### config.mk
export PLATFORM = sky130hd
export DESIGN_NAME = ntt_cmd_sched
export DESIGN_NICKNAME = d
export VERILOG_FILES = /design/src/rtl/ntt_cmd_sched_pkg.sv /design/src/rtl/ntt_cmd_sched_fifo.sv /design/src/rtl/ntt_cmd_sched.sv
export SDC_FILE = /design/constraint.sdc
export NUM_CORES = 1
export LEC_CHECK = 0
export CAP_MARGIN = 20
export CORE_UTILIZATION = 56
export CTS_BUF_LIST = sky130_fd_sc_hd__clkbuf_4 sky130_fd_sc_hd__clkbuf_8
export DETAILED_ROUTE_END_ITERATION = 10
export GPL_ROUTABILITY_DRIVEN = 0
export PLACE_DENSITY = 0.84
export SLEW_MARGIN = 0
export SYNTH_ARGS = -nofsm -noshare
export SYNTH_HDL_FRONTEND = slang
export SYNTH_SLANG_ARGS = --single-unit
### constraint.sdc
create_clock -name clk -period 2.47 [get_ports clk]
set_input_delay 0.247 -clock clk [delete_from_list [all_inputs] [get_ports clk]]
set_output_delay 0.247 -clock clk [all_outputs]
set_load 0.005 [all_outputs]
### src/rtl/ntt_cmd_sched_pkg.sv
// rtl/ntt_cmd_sched_pkg.sv - shared state encodings, limits and error codes for the NTT command scheduler
package ntt_cmd_sched_pkg;

  // Controller state encoding, shared with the opcode field of a command
  localparam logic [2:0] IDLE     = 3'd0;
  localparam logic [2:0] NTT      = 3'd1;
  localparam logic [2:0] PWP      = 3'd2;
  localparam logic [2:0] INTT     = 3'd3;
  localparam logic [2:0] MAO      = 3'd4;
  localparam logic [2:0] EPL_NTT  = 3'd5;
  localparam logic [2:0] EPL_INTT = 3'd6;

  localparam logic [3:0] PMAX_MAX = 4'd9;

  localparam logic [1:0] ERR_NONE = 2'd0;
  localparam logic [1:0] ERR_OP   = 2'd1;
  localparam logic [1:0] ERR_PMAX = 2'd2;
  localparam logic [1:0] ERR_ACK  = 2'd3;

  localparam int CMD_W = 7;

  typedef struct packed {
    logic [2:0] op;
    logic [3:0] pmax;
  } cmd_t;

  typedef enum logic [2:0] {
    S_IDLE,
    S_ISSUE,
    S_ACK,
    S_RUN,
    S_GAP
  } sched_state_t;

  // PWP/MAO never return to IDLE on their own, so only NTT/INTT are accepted
  function automatic logic [1:0] cmd_check(input cmd_t c);
    if (c.op != NTT && c.op != INTT) return ERR_OP;
    if (c.pmax == 4'd0 || c.pmax > PMAX_MAX) return ERR_PMAX;
    return ERR_NONE;
  endfunction

endpackage

### src/rtl/ntt_cmd_sched_fifo.sv
// rtl/ntt_cmd_sched_fifo.sv - ntt_cmd_fifo: synchronous command FIFO with valid/ready push, pop strobe and occupancy
module ntt_cmd_fifo #(
  parameter int WIDTH = 7,
  parameter int DEPTH = 4
) (
  input  logic                     clk,
  input  logic                     rstn,
  input  logic                     push_valid,
  output logic                     push_ready,
  input  logic [WIDTH-1:0]         push_data,
  input  logic                     pop,
  output logic [WIDTH-1:0]         head,
  output logic                     empty,
  output logic [$clog2(DEPTH):0]   count
);

  localparam int AW = $clog2(DEPTH);

  logic [WIDTH-1:0] mem [DEPTH];
  logic [AW-1:0]    wr_ptr;
  logic [AW-1:0]    rd_ptr;
  logic             do_push;
  logic             do_pop;

  assign push_ready = (count != (AW+1)'(DEPTH));
  assign empty      = (count == '0);
  assign do_push    = push_valid && push_ready;
  assign do_pop     = pop && !empty;
  assign head       = mem[rd_ptr];

  always_ff @(posedge clk or negedge rstn) begin
    if (!rstn) begin
      wr_ptr <= '0;
      rd_ptr <= '0;
      count  <= '0;
    end else begin
      if (do_push) wr_ptr <= wr_ptr + 1'b1;
      if (do_pop)  rd_ptr <= rd_ptr + 1'b1;
      case ({do_push, do_pop})
        2'b10:   count <= count + 1'b1;
        2'b01:   count <= count - 1'b1;
        default: count <= count;
      endcase
    end
  end

  // Storage carries no reset; entries are only read after being written
  always_ff @(posedge clk) begin
    if (do_push) mem[wr_ptr] <= push_data;
  end

endmodule

### src/rtl/ntt_cmd_sched.sv
// rtl/ntt_cmd_sched.sv - command scheduler in front of the NTT address/twiddle controller
// Optional perf_cycles/perf_cmds outputs are enabled by defining SCHED_PERF_CNT_EN.
module ntt_cmd_sched
  import ntt_cmd_sched_pkg::*;
#(
  parameter int FIFO_DEPTH  = 4,
  parameter int ACK_TIMEOUT = 4,
  parameter int GAP_CYCLES  = 1
) (
  input  logic                          clk,
  input  logic                          rstn,
  input  logic                          cmd_valid,
  output logic                          cmd_ready,
  input  logic [2:0]                    cmd_op,
  input  logic [3:0]                    cmd_pmax,
  output logic                          ctrl_start,
  output logic [2:0]                    ctrl_set_state,
  output logic [3:0]                    ctrl_p_max,
  input  logic [2:0]                    ctrl_cur_state,
  output logic                          busy,
  output logic                          done,
  output logic [2:0]                    done_op,
  output logic                          err,
  output logic [1:0]                    err_code,
  output logic [$clog2(FIFO_DEPTH):0]   fifo_count
`ifdef SCHED_PERF_CNT_EN
  ,
  output logic [19:0]                   perf_cycles,
  output logic [15:0]                   perf_cmds
`endif
);

  localparam int AW = (ACK_TIMEOUT > 2) ? $clog2(ACK_TIMEOUT) : 1;
  localparam int GW = (GAP_CYCLES > 1) ? $clog2(GAP_CYCLES) : 1;
  // S_ACK is entered one cycle after the start pulse, hence the -2
  localparam logic [AW-1:0] ACK_LAST = AW'(ACK_TIMEOUT - 2);
  localparam logic [GW-1:0] GAP_LAST = GW'((GAP_CYCLES > 0) ? GAP_CYCLES - 1 : 0);

  sched_state_t  state;
  cmd_t          push_cmd;
  cmd_t          head;
  logic [CMD_W-1:0] head_bits;
  logic          fifo_empty;
  logic          pop;
  logic [1:0]    head_chk;
  logic [AW-1:0] ack_cnt;
  logic [GW-1:0] gap_cnt;

  assign push_cmd = '{op: cmd_op, pmax: cmd_pmax};
  assign head     = cmd_t'(head_bits);
  assign pop      = (state == S_IDLE) && !fifo_empty;
  assign head_chk = cmd_check(head);
  assign busy     = (state != S_IDLE) || (fifo_count != '0);

  ntt_cmd_fifo #(
    .WIDTH (CMD_W),
    .DEPTH (FIFO_DEPTH)
  ) u_fifo (
    .clk        (clk),
    .rstn       (rstn),
    .push_valid (cmd_valid),
    .push_ready (cmd_ready),
    .push_data  (push_cmd),
    .pop        (pop),
    .head       (head_bits),
    .empty      (fifo_empty),
    .count      (fifo_count)
  );

  always_ff @(posedge clk or negedge rstn) begin
    if (!rstn) begin
      state          <= S_IDLE;
      ctrl_start     <= 1'b0;
      ctrl_set_state <= IDLE;
      ctrl_p_max     <= 4'd0;
      done           <= 1'b0;
      done_op        <= 3'd0;
      err            <= 1'b0;
      err_code       <= ERR_NONE;
      ack_cnt        <= '0;
      gap_cnt        <= '0;
    end else begin
      ctrl_start <= 1'b0;
      done       <= 1'b0;
      err        <= 1'b0;
      case (state)
        S_IDLE: begin
          if (pop) begin
            if (head_chk != ERR_NONE) begin
              err      <= 1'b1;
              err_code <= head_chk;
            end else begin
              // set_state/p_max stay untouched until the next accepted command
              ctrl_set_state <= head.op;
              ctrl_p_max     <= head.pmax;
              ctrl_start     <= 1'b1;
              state          <= S_ISSUE;
            end
          end
        end
        S_ISSUE: begin
          ack_cnt <= '0;
          state   <= S_ACK;
        end
        S_ACK: begin
          if (ctrl_cur_state != IDLE) begin
            state <= S_RUN;
          end else if (ack_cnt == ACK_LAST) begin
            err      <= 1'b1;
            err_code <= ERR_ACK;
            state    <= S_IDLE;
          end else begin
            ack_cnt <= ack_cnt + 1'b1;
          end
        end
        S_RUN: begin
          // EPL_* states are non-IDLE, so the run only ends on a true IDLE
          if (ctrl_cur_state == IDLE) begin
            done    <= 1'b1;
            done_op <= ctrl_set_state;
            gap_cnt <= '0;
            state   <= (GAP_CYCLES == 0) ? S_IDLE : S_GAP;
          end
        end
        S_GAP: begin
          if (gap_cnt == GAP_LAST) state <= S_IDLE;
          else                     gap_cnt <= gap_cnt + 1'b1;
        end
        default: state <= S_IDLE;
      endcase
    end
  end

`ifdef SCHED_PERF_CNT_EN
  logic [19:0] run_cnt;

  always_ff @(posedge clk or negedge rstn) begin
    if (!rstn) begin
      run_cnt     <= 20'd0;
      perf_cycles <= 20'd0;
      perf_cmds   <= 16'd0;
    end else begin
      if (state == S_IDLE)
        run_cnt <= 20'd0;
      else if (state == S_ISSUE || state == S_ACK || state == S_RUN)
        run_cnt <= run_cnt + 1'b1;
      // run_cnt is 0 in the start cycle; +1 accounts for the done cycle itself
      if (state == S_RUN && ctrl_cur_state == IDLE) begin
        perf_cycles <= run_cnt + 1'b1;
        perf_cmds   <= perf_cmds + 1'b1;
      end
    end
  end
`endif

endmodule

Fig. 1: power grid
Bar = 20 um. Pins as bars on the die edge.
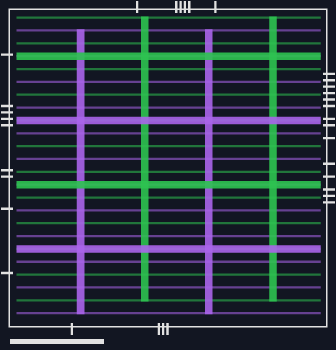
color	net
green	VDD
purple	VSS
met5 straps	4
rows	23
signal pins	33
VDD IR max: 0.7214 mV
Die X-Extent: 66.90 um

Fig. 2: placed cells, one color a class
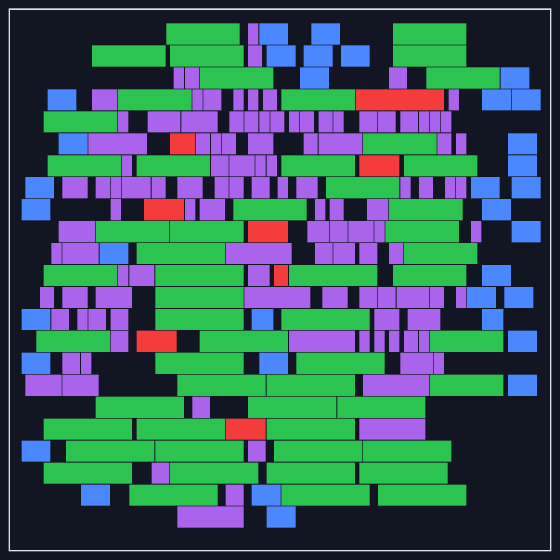
color	class	cells	share of their area
green	registers	55	54%
purple	remaining logic cells	116	29%
blue	remaining buffers and delay cells	34	12%
red	clock drivers and dummy loads	8	4.0%

==> run notes <==
run metrics: count of final hold-check violations 0, status complete, no violations, Critical Path RT 2.66 ns, tap cells 50, minimum clock period 2.304 ns, Worst Setup End Kind register, AND/OR/NAND/NOR Cells, Area Fraction 10.19%, worst-path cell chain nor3_1 -> nand2b_1 -> clkinv_1 -> ha_1 -> inv_1 -> fa_1 -> xor2_1 -> nor2_1 -> xor2_1, Clock-cell share 3.958%, Final non-clock buffer share 11.79%, setup TNS 0 ns, Syn Inst Count 174, port bufs 32, Vias 1,481, arrival time at the worst endpoint 2.49 ns, Post-DP Area 0.002733 mm2, Seq share, synth 64.30%, non-filler cells, final 263, Synth warnings 0, inverters 17, Max Clk Rate 434.0 MHz, stage-log warning count 29, Max FO, Critical Path 8, flop count 55, post-CTS resize count 0, initial antenna violation count 0, Pwr Total 3.192 mW, Non-Filler Cell Area, Final 0.002845 mm2, DRT Wirelength 4121 um, crit share post-route 93.28%, gr ovfl total 0, registers with the most flip-flops u_fifo.mem x28, ctrl_p_max x4, Worst Path Buf+Inv 2, clock sink total 55, Static Leak 1.152 nW, # rows 23, Rel. slew slack 67.97%, mapped cell area 0.002359 mm2, top cells, area edfxtp_1 36%, dfrtp_1 29%, mux4_2 5.7%, initial drt markers 101, crit-path max cell delay 0.43 ns, hold_ws 0.3169 ns, CTS H-Tree Depth 2, synth cell count leaders 28 x edfxtp_1, 27 x dfrtp_1, 16 x inv_1, 16 x nand2_1, 11 x o21ai_0, floorplan utilization 58.54%, Boundary Pins 33, AO/OA Area Share 7.321%, Setup-failing EPs final 0, ys async rst share 49.09%, comb area leader simple AND/OR/NAND/NOR gates, Buffers excl. clock 34, Synth Net Count 194, RSZ-0062 raised after global routing false, area grow syn2layout 20.64%, Bufs on Longest Clock Path 2, core area 0.004029 mm2, DRT Pass-1 Iters 4, Routed wire per std cell 15.67 um, Top FF cell, synth edfxtp_1, Max Slew Vio Count 0, delay-heaviest family, CP simple AND/OR/NAND/NOR gates, largest net degree at the start of global routing 28, Yosys chip area 0.002359 mm2, critical path's slowest cell dfrtp_1, Synth Area in Adders 4.032%, Yosys top cell by instances edfxtp_1, Post-CTS Setup Inserts 0, Max-cap violations 0, post-DR vias/cell 5.631, DP Wirelength 3100 um, total CTS buffers 5, most used cell, CP xor2_1, most flop-heavy register u_fifo.mem, flop share of the area 53.30%, Synth flops 55, Largest register FFs 28, # DRC 0, Leading cell kind registers, # Cells Yosys 174, Yosys top cell area share 35.65%, Routed Antenna Nets 0, number of logic gates 99, critical path type reg2reg, vias in the first global route 1,452, die area 0.004475 mm2, Setup Skew 0.004412 ns, final net count 232, Hold Crit Class in2async, transition time of the tightest slew-check pin 0.4768 ns, area taken by flip-flops and latches 0.001516 mm2, layout cell share with drive strength beyond 1 10.80%, Clock Latency Late Sink 0.30 ns, Root Buffer clkbuf_8, CP startpoint kind register, Comb area share 26.52%, Cells after DPL 255, CTS tree built, Synth area leader edfxtp_1, clk slew on worst S/H paths 0.09 ns, Mean Syn Cell Area 13.55 um2, antenna cell count 0, Global Route Usage Sum 21.37%, # clk buffers 5, Cell Type Count 42, logic area 754.5 um2, first-pass GRT wire length 6810 um, hold_buf cts 0
Fig. 3: clock wires, drivers and flops
Bar = 20 um.
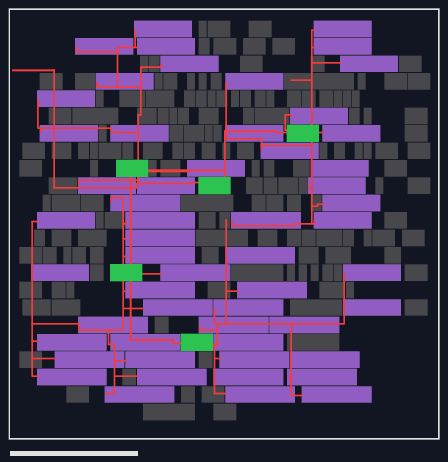
[red] clock wires | length: 482 um
[green] clock-net drivers | count: 5
[purple] flip-flops | count: 55
flops lie	spread over the die
routed clock nets	6

Fig. 4: routed metal, one color a layer
Bar = 20 um.
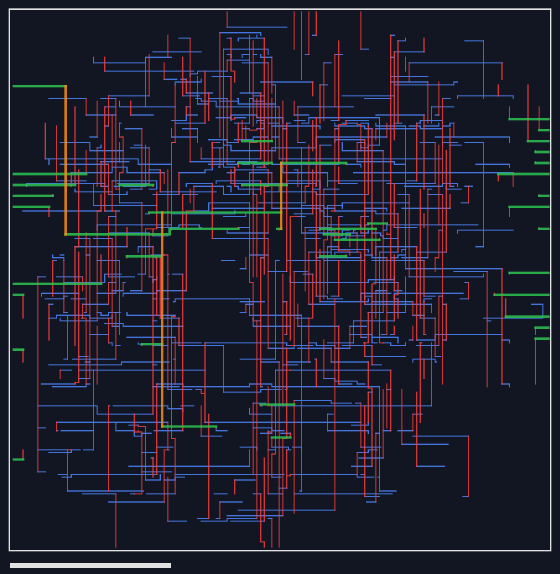
color	layer	wire length
red	M2	2,110 um
orange	M4	53.0 um
blue	M1	1,760 um
green	M3	197 um

-- per-stage QoR --
stage,utilization [%],worst slack [ns]
after floorplan,-,0.5097
after global placement,67.83,0.4077
after detailed placement,67.83,0.2227
after CTS,70.62,0.1832
after global routing,70.62,0.001877
final,70.62,0.1660
-- power breakdown --
part | internal [mW] | total [mW] | switching, mW
sequential | 1.22 | 1.40 | 0.180
combinational | 0.598 | 1.22 | 0.618
clock | 0.302 | 0.577 | 0.275
-- final timing paths --
kind	start	to	slack [ns]	cells past startpoint
max reg2reg	u_fifo.count[0]	u_fifo.count[2]	0.17	9
min in group clk	done_op[0]	done_op[0]	0.48	2
max	u_fifo.count[0]	u_fifo.count[2]	0.17	9
min reg2reg	done_op[0]	done_op[0]	0.48	2
max in group asynchronous	rstn	u_fifo.count[0]	1.90	2
min	rstn	ctrl_p_max[3]	0.32	2
-- worst reg2reg max path: cells and delay by family, from the launching register on --
family / cells / cell delay, ns
AND/OR/NAND/NOR: 3 / 0.58
adder cells (fa/ha/maj): 2 / 0.52
flip-flops: 1 / 0.43
buffers and inverters: 2 / 0.36
XOR/XNOR: 2 / 0.31
-- layout by cell type (no fill, tap or decap), drive strengths merged, types with 2 or more instances in the layout --
cell type and count:
a21oi 4, a31oi 2, and3 4, buf 2
clkbuf 5, clkdlybuf4s50 32, clkinv 3, dfrtp 27
edfxtp 28, ha 6, inv 16, mux2 4
mux4 6, nand2 16, nand3 3, nand4 2
nor2 8, nor2b 5, nor3 4, o21ai 11
o22ai 2, xnor2 4, xor2 2
-- layer usage --
layer  routed length (um)  track usage, %  vias up
met3                  196           5.308        8
met2                 2107           36.24       53
li1                     -               -      698
met5                    0               0        -
met1                 1764           26.57      722
met4                   53           7.181        0
Power is estimated from default activity; no workload was simulated.
